<file path="src/rtl/onehot_enc_pkg.sv">
// ---------------------------------------------------------------------------
// onehot_enc_pkg
// Shared definitions for the one-hot / multi-hot serial index encoder.
//   state_t   : drain FSM states (IDLE, DRAIN)
//   N_DEF     : default input vector width
//   W_DEF     : default index width (clog2 of N_DEF)
//   lsb_index : reference lowest-set-bit search over an N_DEF-wide vector,
//               returns 0 when no bit is set
// ---------------------------------------------------------------------------
package onehot_enc_pkg;

    typedef enum logic {
        IDLE  = 1'b0,
        DRAIN = 1'b1
    } state_t;

    localparam int N_DEF = 32;
    localparam int W_DEF = 5;

    // Scanning from the top down lets the last hit win, which is the lowest
    // set bit, without needing a separate "already found" flag.
    function automatic logic [W_DEF-1:0] lsb_index(input logic [N_DEF-1:0] vec);
        logic [W_DEF-1:0] idx;
        idx = '0;
        for (int i = N_DEF - 1; i >= 0; i--) begin
            if (vec[i]) begin
                idx = W_DEF'(i);
            end
        end
        return idx;
    endfunction

endpackage

</file>
<file path="src/rtl/onehot_serial_encoder_lsb_finder.sv">
// ---------------------------------------------------------------------------
// lsb_finder
// Purely combinational lowest-set-bit finder.
//   vec     in  N  vector to search
//   idx     out W  index of the lowest set bit (0 when vec is all-zero)
//   any_set out 1  at least one bit of vec is set
//   mask    out N  one-hot mask of the found bit (all-zero when vec is zero)
// ---------------------------------------------------------------------------
module lsb_finder #(
    parameter int N = 32,
    parameter int W = 5
) (
    input  logic [N-1:0] vec,
    output logic [W-1:0] idx,
    output logic         any_set,
    output logic [N-1:0] mask
);

    // Top-down scan: the final assignment that survives belongs to the
    // lowest set bit, so priority falls out of loop order.
    always_comb begin
        idx = '0;
        for (int i = N - 1; i >= 0; i--) begin
            if (vec[i]) begin
                idx = W'(i);
            end
        end
    end

    // vec & -vec isolates the lowest set bit in two's complement, giving the
    // mask used to knock the granted bit out of the pending vector.
    assign mask    = vec & (~vec + N'(1));
    assign any_set = |vec;

endmodule

</file>
<file path="src/rtl/onehot_serial_encoder.sv">
// ---------------------------------------------------------------------------
// onehot_serial_encoder
// Turns a one-hot or multi-hot request vector back into a serial stream of
// bit indices, lowest index first, one index per output beat.
//   clk       in  1   rising-edge clock
//   rst_n     in  1   asynchronous active-low reset
//   En        in  1   allows acceptance of new vectors (drains always finish)
//   Din       in  N   input vector
//   in_valid  in  1   Din is valid
//   in_ready  out 1   block can accept Din this cycle
//   Dout      out W   index of the currently presented set bit
//   out_valid out 1   Dout is valid
//   out_ready in  1   downstream accepts Dout this cycle
//   out_last  out 1   final beat of the current vector
//   out_zero  out 1   beat stands for an all-zero input vector
//   vec_cnt   out CW  completed vectors, wrapping modulo 2^CW
// ---------------------------------------------------------------------------
module onehot_serial_encoder
    import onehot_enc_pkg::*;
#(
    parameter int N  = N_DEF,
    parameter int W  = W_DEF,
    parameter int CW = 16
) (
    input  logic          clk,
    input  logic          rst_n,
    input  logic          En,
    input  logic [N-1:0]  Din,
    input  logic          in_valid,
    output logic          in_ready,
    output logic [W-1:0]  Dout,
    output logic          out_valid,
    input  logic          out_ready,
    output logic          out_last,
    output logic          out_zero,
    output logic [CW-1:0] vec_cnt
);

    state_t        state;
    state_t        state_next;
    logic [N-1:0]  pending;
    logic [N-1:0]  pending_next;
    logic [W-1:0]  dout_next;
    logic          valid_next;
    logic          last_next;
    logic          zero_next;
    logic [CW-1:0] cnt_next;

    logic [W-1:0]  cur_idx;
    logic          cur_any;
    logic [N-1:0]  cur_mask;
    logic [N-1:0]  src_vec;
    logic [W-1:0]  next_idx;
    logic          next_any;
    logic [N-1:0]  next_mask;
    logic          src_single;
    logic          unused_finder_bits;

    // Finder over the live pending vector; only its mask matters, it clears
    // the bit being granted on a handshake.
    lsb_finder #(.N(N), .W(W)) u_find_cur (
        .vec     (pending),
        .idx     (cur_idx),
        .any_set (cur_any),
        .mask    (cur_mask)
    );

    // Whatever gets presented at the next edge: the fresh Din when idle, or
    // the pending vector with the current beat's bit removed while draining.
    assign src_vec = (state == IDLE) ? Din : (pending & ~cur_mask);

    lsb_finder #(.N(N), .W(W)) u_find_next (
        .vec     (src_vec),
        .idx     (next_idx),
        .any_set (next_any),
        .mask    (next_mask)
    );

    assign unused_finder_bits = ^{cur_idx, cur_any, next_mask};

    // Exactly one bit set means the beat about to be presented is the last.
    assign src_single = next_any && ((src_vec & (src_vec - N'(1))) == '0);

    // rst_n is folded in so the block never advertises readiness while held
    // in reset, even though the state register already reads IDLE.
    assign in_ready = (state == IDLE) && En && rst_n;

    // Next-state and next-output logic; every register holds by default,
    // which is what keeps Dout/flags/pending stable under backpressure.
    always_comb begin
        state_next   = state;
        pending_next = pending;
        dout_next    = Dout;
        valid_next   = out_valid;
        last_next    = out_last;
        zero_next    = out_zero;
        cnt_next     = vec_cnt;
        case (state)
            IDLE: begin
                if (in_valid && in_ready) begin
                    state_next   = DRAIN;
                    pending_next = Din;
                    dout_next    = next_idx;
                    valid_next   = 1'b1;
                    last_next    = src_single || !next_any;
                    zero_next    = !next_any;
                end
            end
            DRAIN: begin
                if (out_valid && out_ready) begin
                    if (out_last) begin
                        state_next   = IDLE;
                        pending_next = '0;
                        valid_next   = 1'b0;
                        last_next    = 1'b0;
                        zero_next    = 1'b0;
                        cnt_next     = vec_cnt + CW'(1);
                    end else begin
                        pending_next = src_vec;
                        dout_next    = next_idx;
                        last_next    = src_single;
                        zero_next    = 1'b0;
                    end
                end
            end
            default: begin
                state_next = IDLE;
            end
        endcase
    end

    // State and output registers; reset drops any partially drained vector.
    always_ff @(posedge clk or negedge rst_n) begin
        if (!rst_n) begin
            state     <= IDLE;
            pending   <= '0;
            Dout      <= '0;
            out_valid <= 1'b0;
            out_last  <= 1'b0;
            out_zero  <= 1'b0;
            vec_cnt   <= '0;
        end else begin
            state     <= state_next;
            pending   <= pending_next;
            Dout      <= dout_next;
            out_valid <= valid_next;
            out_last  <= last_next;
            out_zero  <= zero_next;
            vec_cnt   <= cnt_next;
        end
    end

endmodule
</file>
<file path="config.mk">
export PLATFORM = sky130hd
export DESIGN_NAME = onehot_serial_encoder
export DESIGN_NICKNAME = d
export VERILOG_FILES = /design/src/rtl/onehot_enc_pkg.sv /design/src/rtl/onehot_serial_encoder_lsb_finder.sv /design/src/rtl/onehot_serial_encoder.sv
export SDC_FILE = /design/constraint.sdc
export NUM_CORES = 1
export LEC_CHECK = 0
export CORE_AREA = 4 4 134 136
export CTS_CLUSTER_DIAMETER = 200
export CTS_CLUSTER_SIZE = 8
export DETAILED_ROUTE_END_ITERATION = 16
export DIE_AREA = 0 0 138 140
export PLACE_DENSITY_LB_ADDON = 0.3
export SLEW_MARGIN = 20
export SYNTH_ARGS = -nofsm -noshare
export SYNTH_HDL_FRONTEND = slang
export SYNTH_HIERARCHICAL = 1
export SYNTH_SLANG_ARGS = --single-unit
</file>
<file path="constraint.sdc">
create_clock -name clk -period 12.1 [get_ports clk]
set_clock_uncertainty 0.2 [all_clocks]
set_input_delay 2.42 -clock clk [delete_from_list [all_inputs] [get_ports clk]]
set_output_delay 2.42 -clock clk [all_outputs]
set_load 0.01 [all_outputs]
</file>
### Supply network, run 1

Scale bar: 50 um. Pins as bars on the die edge.
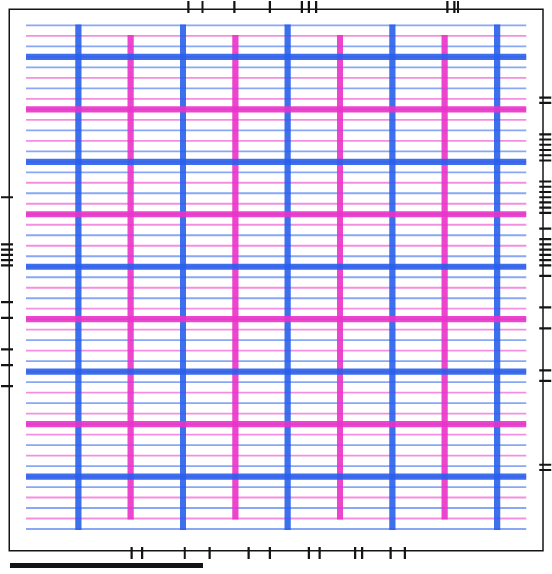
| colour | net |
|---|---|
| blue | VSS |
| magenta | VDD |
met5 straps: 9
signal pins: 62
met1 rails: 49
met4 straps: 9
rows: 48
peak supply drop: 0.06584 mV
Die Height: 140 um
standard cell core area: 16940 um^2
horizontal extent of the die: 138 um

### Placement by cell class, run 1

Scale bar: 50 um.
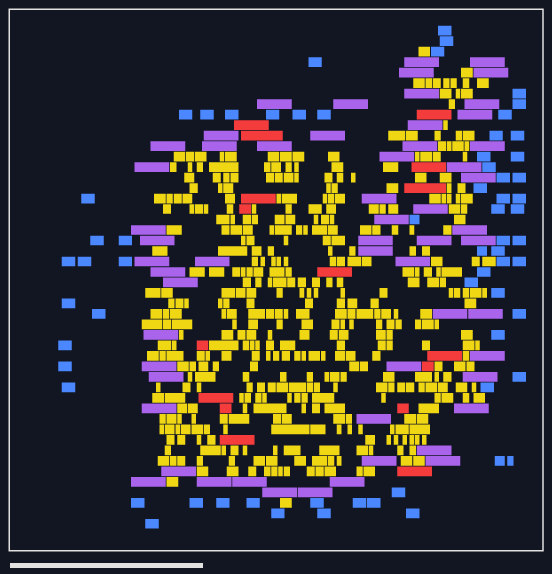
| colour | class | cells | share of their area |
|---|---|---|---|
| yellow | all other logic | 416 | 54% |
| purple | flip-flops | 57 | 27% |
| red | clock drivers and dummy loads | 16 | 6.3% |
| blue | other buffers and delay cells | 64 | 12% |
final core occ: 32.40%
fin area: 5488 um^2
flip-flop and latch share of the layout cell area: 25.99%

==> summary.txt, run 1 <==
The synthesis and place-and-route flow finished, so here is a summary.

The first global-routing pass estimated about 21000 um of wire. The total clock buffers created by CTS came out at 9. Looking at the global route congestion table, the highest-usage layer is met2. In this design, the stage delay of the slowest critical-path cell is between 0.5 and 0.6 ns. Warnings raised by the tools during the run amount to 26. The flow ran to the end, and the final reports show no timing, DRC or antenna violations. The period utilization is 53.85%. The first-pass iteration count of the detailed router is 6. The clock edge transition at the registers on the reported setup and hold paths came out at 0.05 ns. The number of standard cells after synthesis is a little under 500. The number of logic inverters in the finished layout is 24. The minimum clock period is between 6 and 7 ns. The global routing met1 resource utilization is around 17%. The total length of routed met3 wires is 611 um.

For this design the top-level I/O count stands at 62. The final RePlAce weighted congestion came out at around 0.84. The required time at the worst endpoint is listed as around 9.5 ns.

The number of tap instances came out at between 200 and 250. The data arrival time of the critical path is around 3.9 ns. Hold is met by around 0.28 ns. The TritonCTS clock tree is done. The detailed router reports a met2 wire length of roughly 5700 um. The setup TNS is 0 ns. By area, the class that comes first in the final layout consists of logic gates. The chip footprint came out at just under 20000 um^2.

The leakage power figure is ~0.0022 uW.
### Clock network drawn from the DEF, run 1

Scale bar: 50 um.
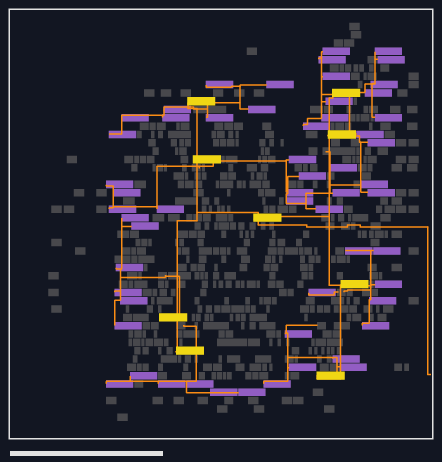
[yellow] cells driving clock nets | count: 9
[orange] clock wires | length: 994 um
[purple] flip-flops | count: 57
flops lie: widely spread
routed clock nets: 10
clock share of power: 21.3%
clock group total power: 282 uW
Clock Latency Late Sink: 0.34 ns

### Metal layers overlaid, run 1

Two of the layers only.
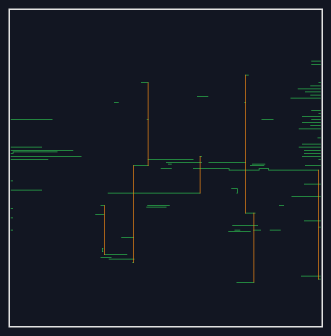
| colour | layer | wire length |
|---|---|---|
| green | met3 | 611 um |
| orange | met4 | 258 um |
aggregate global-route resource usage: 13.25%
wirelength, routed: 12590 um
detailed-route via count: 4075

==> run 1: final timing paths <==
check	start	end	slack, ns	cells after the start
setup / recovery	rst_n	in_ready	5.58	4
hold reg to reg	vec_cnt[15]	vec_cnt[15]	0.28	1
setup reg to reg	pending[3]	out_last	7.30	18
min in group asynchronous	rst_n	pending[22]	2.04	2
hold / removal	vec_cnt[15]	vec_cnt[15]	0.28	1
max in group asynchronous	rst_n	vec_cnt[12]	9.16	2
==> run 1: registers in the layout, indices dropped and copies added, names as in the netlist <==
register	cells
out_zero	1
state	1
pending	32
Dout	5
out_valid	1
out_last	1
vec_cnt	16
==> run 1: report_power, final <==
| part | internal, uW | total (uW) | switching (uW) |
|---|---|---|---|
| Combinational | 309 | 743 | 434 |
| Sequential | 236 | 295 | 59.2 |
| Clock | 182 | 282 | 99.7 |
==> run 2: changes to the inputs <==
Clock period 12.1 ns to 6.5 ns, I/O delays scaled along.
### Supply network, run 2

Scale bar: 50 um. Pins as bars on the die edge.
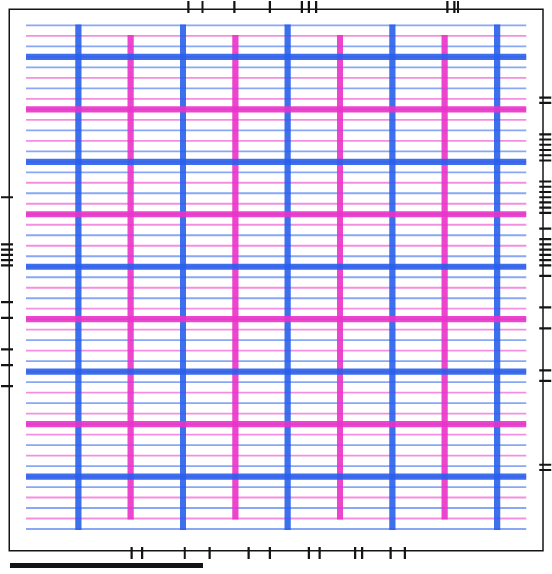
| colour | net |
|---|---|
| blue | VSS |
| magenta | VDD |
rows: 48
met4 straps: 9
met5 straps: 9
signal pins: 62
peak supply drop: 0.1479 mV

### Metal layers overlaid, run 2

Two of the layers only.
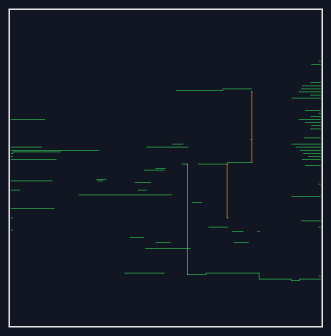
| colour | layer | wire length |
|---|---|---|
| orange | met4 | 104 um |
| green | met3 | 625 um |
aggregate global-route resource usage: 13.27%
average routed wire per standard cell: 16.13 um
detailed-route via count: 4084

==> run 2 against run 1 <==
Against the previous run:
- via count increased by 0.22%
- die size stayed put
- worst setup slack lost 3.7 ns
- sequential share of layout area barely moved
- first-iteration DRC count down 15%
- synthesized cell count unchanged
- power increased by 86%
- worst hold slack got worse by 0.0029 ns
==> summary.txt, run 2 <==
The synthesis and place-and-route flow finished, so here is a summary.

The relative contribution of combinational cells to total power is around 57%. The chip footprint is 19320 um^2. The first global-routing pass estimated ~21000 um of wire. The x dimension of the die is between 100 and 150 um. The finished cells cover 5487 um^2. Setup slack on the worst reg-to-reg path comes out at approximately 1.8 ns. The total length of routed met3 wires came out at ~620 um. The final RePlAce weighted congestion came out at approximately 0.87. The highest cell delay on the worst timing path is about 0.52 ns. In the hold timing report, the worst path depth is 1. The met2 wirelength from detailed routing came out at slightly below 6000 um. In the final layout, the registers with the most flip-flops are pending (32), vec_cnt (16), Dout (5). The flow ran to the end, and the final reports show no timing, DRC or antenna violations. The startpoint identified for the worst hold timing path is vec_cnt[15]. The total number of cells along the worst setup path is 18. For the finished layout, the period the worst path requires is between 4 and 5 ns. The source-to-sink clock delay at the later pin of the worst-skew pair came out at about 0.34 ns.

The vertical die size came out at approximately 140 um. The net switching power is between 1000 and 1500 uW. The data arrival time of the critical path is roughly 4.7 ns. The number of standard cells after synthesis is ~500.

For hold timing, the worst endpoint is vec_cnt[15].
[run 2: cell type report]
cell class,instances,area (um^2)
inverters,24,90.09
clock buffers,9,225.2
well taps,225,281.5
flip-flops and latches,57,1426
repair buffers,65,635.6
clock inverters,7,95.09
fillers,1781,11450
multi-input cells,392,2733
[run 2: worst max path at each step]
stage,from,end,slack [ns]
6_report,pending[3],out_last,1.85
5_1_grt,pending[2],out_last,1.57
4_1_cts,pending[2],out_last,1.87
3_5_place_dp,pending[3],out_last,1.88
3_3_place_gp,Din[17],out_last,2.03
2_1_floorplan,pending[3],out_last,2.47
[run 2: power groups by stage]
stage	Clock, uW	Sequential, uW	Combinational, uW
floorplan	0	533	1050
global placement	0	544	1370
detailed placement	0	547	1380
CTS	527	544	1380
global route	549	561	1540
finish	514	547	1390
==> run 3: changes to the inputs <==
Clock period 6.5 ns to 4.1 ns, I/O delays scaled along.
### Cell placement, run 3

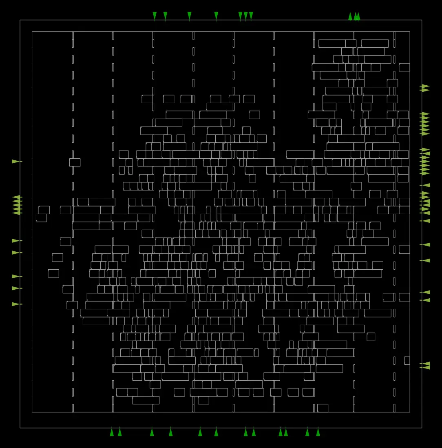
non-filler instance count after layout: 812
number of filler cells placed in the layout: 1754
final core occ: 34.58%

### Supply network, run 3

Scale bar: 50 um. Pins as bars on the die edge.
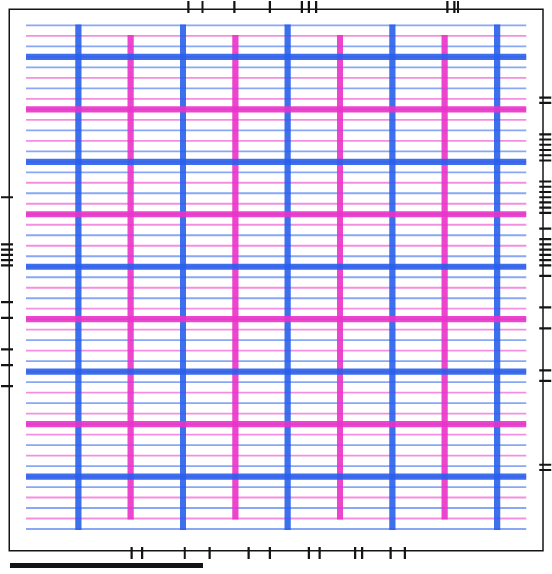
| colour | net |
|---|---|
| magenta | VDD |
| blue | VSS |
signal pins: 62
met5 straps: 9
met4 straps: 9
rows: 48
peak supply drop: 0.2409 mV

==> run 3 against run 2 <==
Against the previous run:
- combinational power rose by 88%
- wire length rose by 4.3%
- via count rose by 2.1%
- worst hold slack got worse by 0.059 ns
- utilization rose by 2.2 points
- synthesized area did not move
- register-to-register slack got worse by 1.7 ns
- critical path type unchanged
- critical endpoint unchanged
- largest power group unchanged
==> summary.txt, run 3 <==
The synthesis and place-and-route flow finished, so here is a summary.

Net switching is 42.76% of the power. The routed design uses about 520 um of met3 wire. The launch instance of the worst register-to-register path is pending[0]. The run finished with clean final reports. The final RePlAce weighted congestion came out at 0.8984. The chip footprint came out at between 15000 and 20000 um^2. The power report attributes to the clock group a share of roughly a fifth. The x dimension of the die came out at approximately 140 um. During I/O placement, the number of pins put on the boundary was roughly 62. The met2 wirelength from detailed routing is 6094 um. The power group with the highest consumption is combinational logic. The leakage power figure is roughly 0.0024 uW.

The data arrival time of the critical path is slightly below 4 ns. The critical path crosses 18 cells after its start point. The worst endpoint required time is 4.12 ns. The via count is around 4.2k. The worst-case hold slack is between 0.2 and 0.25 ns. The logic depth of the worst register-to-register path came out at 18. The combinational cell power is approximately 2600 uW. The routed design shows a wire length per standard cell of between 15 and 20 um.

The setup TNS is 0 ns. The core footprint is between 15000 and 20000 um^2. The routed wire length is around 13000 um. Post-route period utilization is reported as 96.63%. The clock edge transition at the registers on the reported setup and hold paths is ~0.06 ns.

Summing over the stages, the warning tally comes to 27. The post-route cell area came out at about 5900 um^2. The capturing instance or port of the critical path is out_last. In this run, the combinational gates consume 60.0% of the power. The power drawn by the clock network came out at slightly below 900 uW.
## run 3: cell type report
class                           count  area (um^2)  share of cell area (%)
Clock buffer                       10        239.0                   4.080
Clock inverter                      5        103.9                   1.773
Inverter                           24        90.09                   1.538
Multi-Input combinational cell    392         2825                   48.24
Sequential cell                    57         1426                   24.35
Tap cell                          225        281.5                   4.807
Timing Repair Buffer               99        890.9                   15.21
## run 3: timing repair
action,CTS,global route
hold endpoints to repair,0,0
pin swaps,0,12
setup buffers,0,3
endpoints found under the setup margin,1,1
resized,3,16
No activity file was given, so power comes from the tool's default toggle rates.
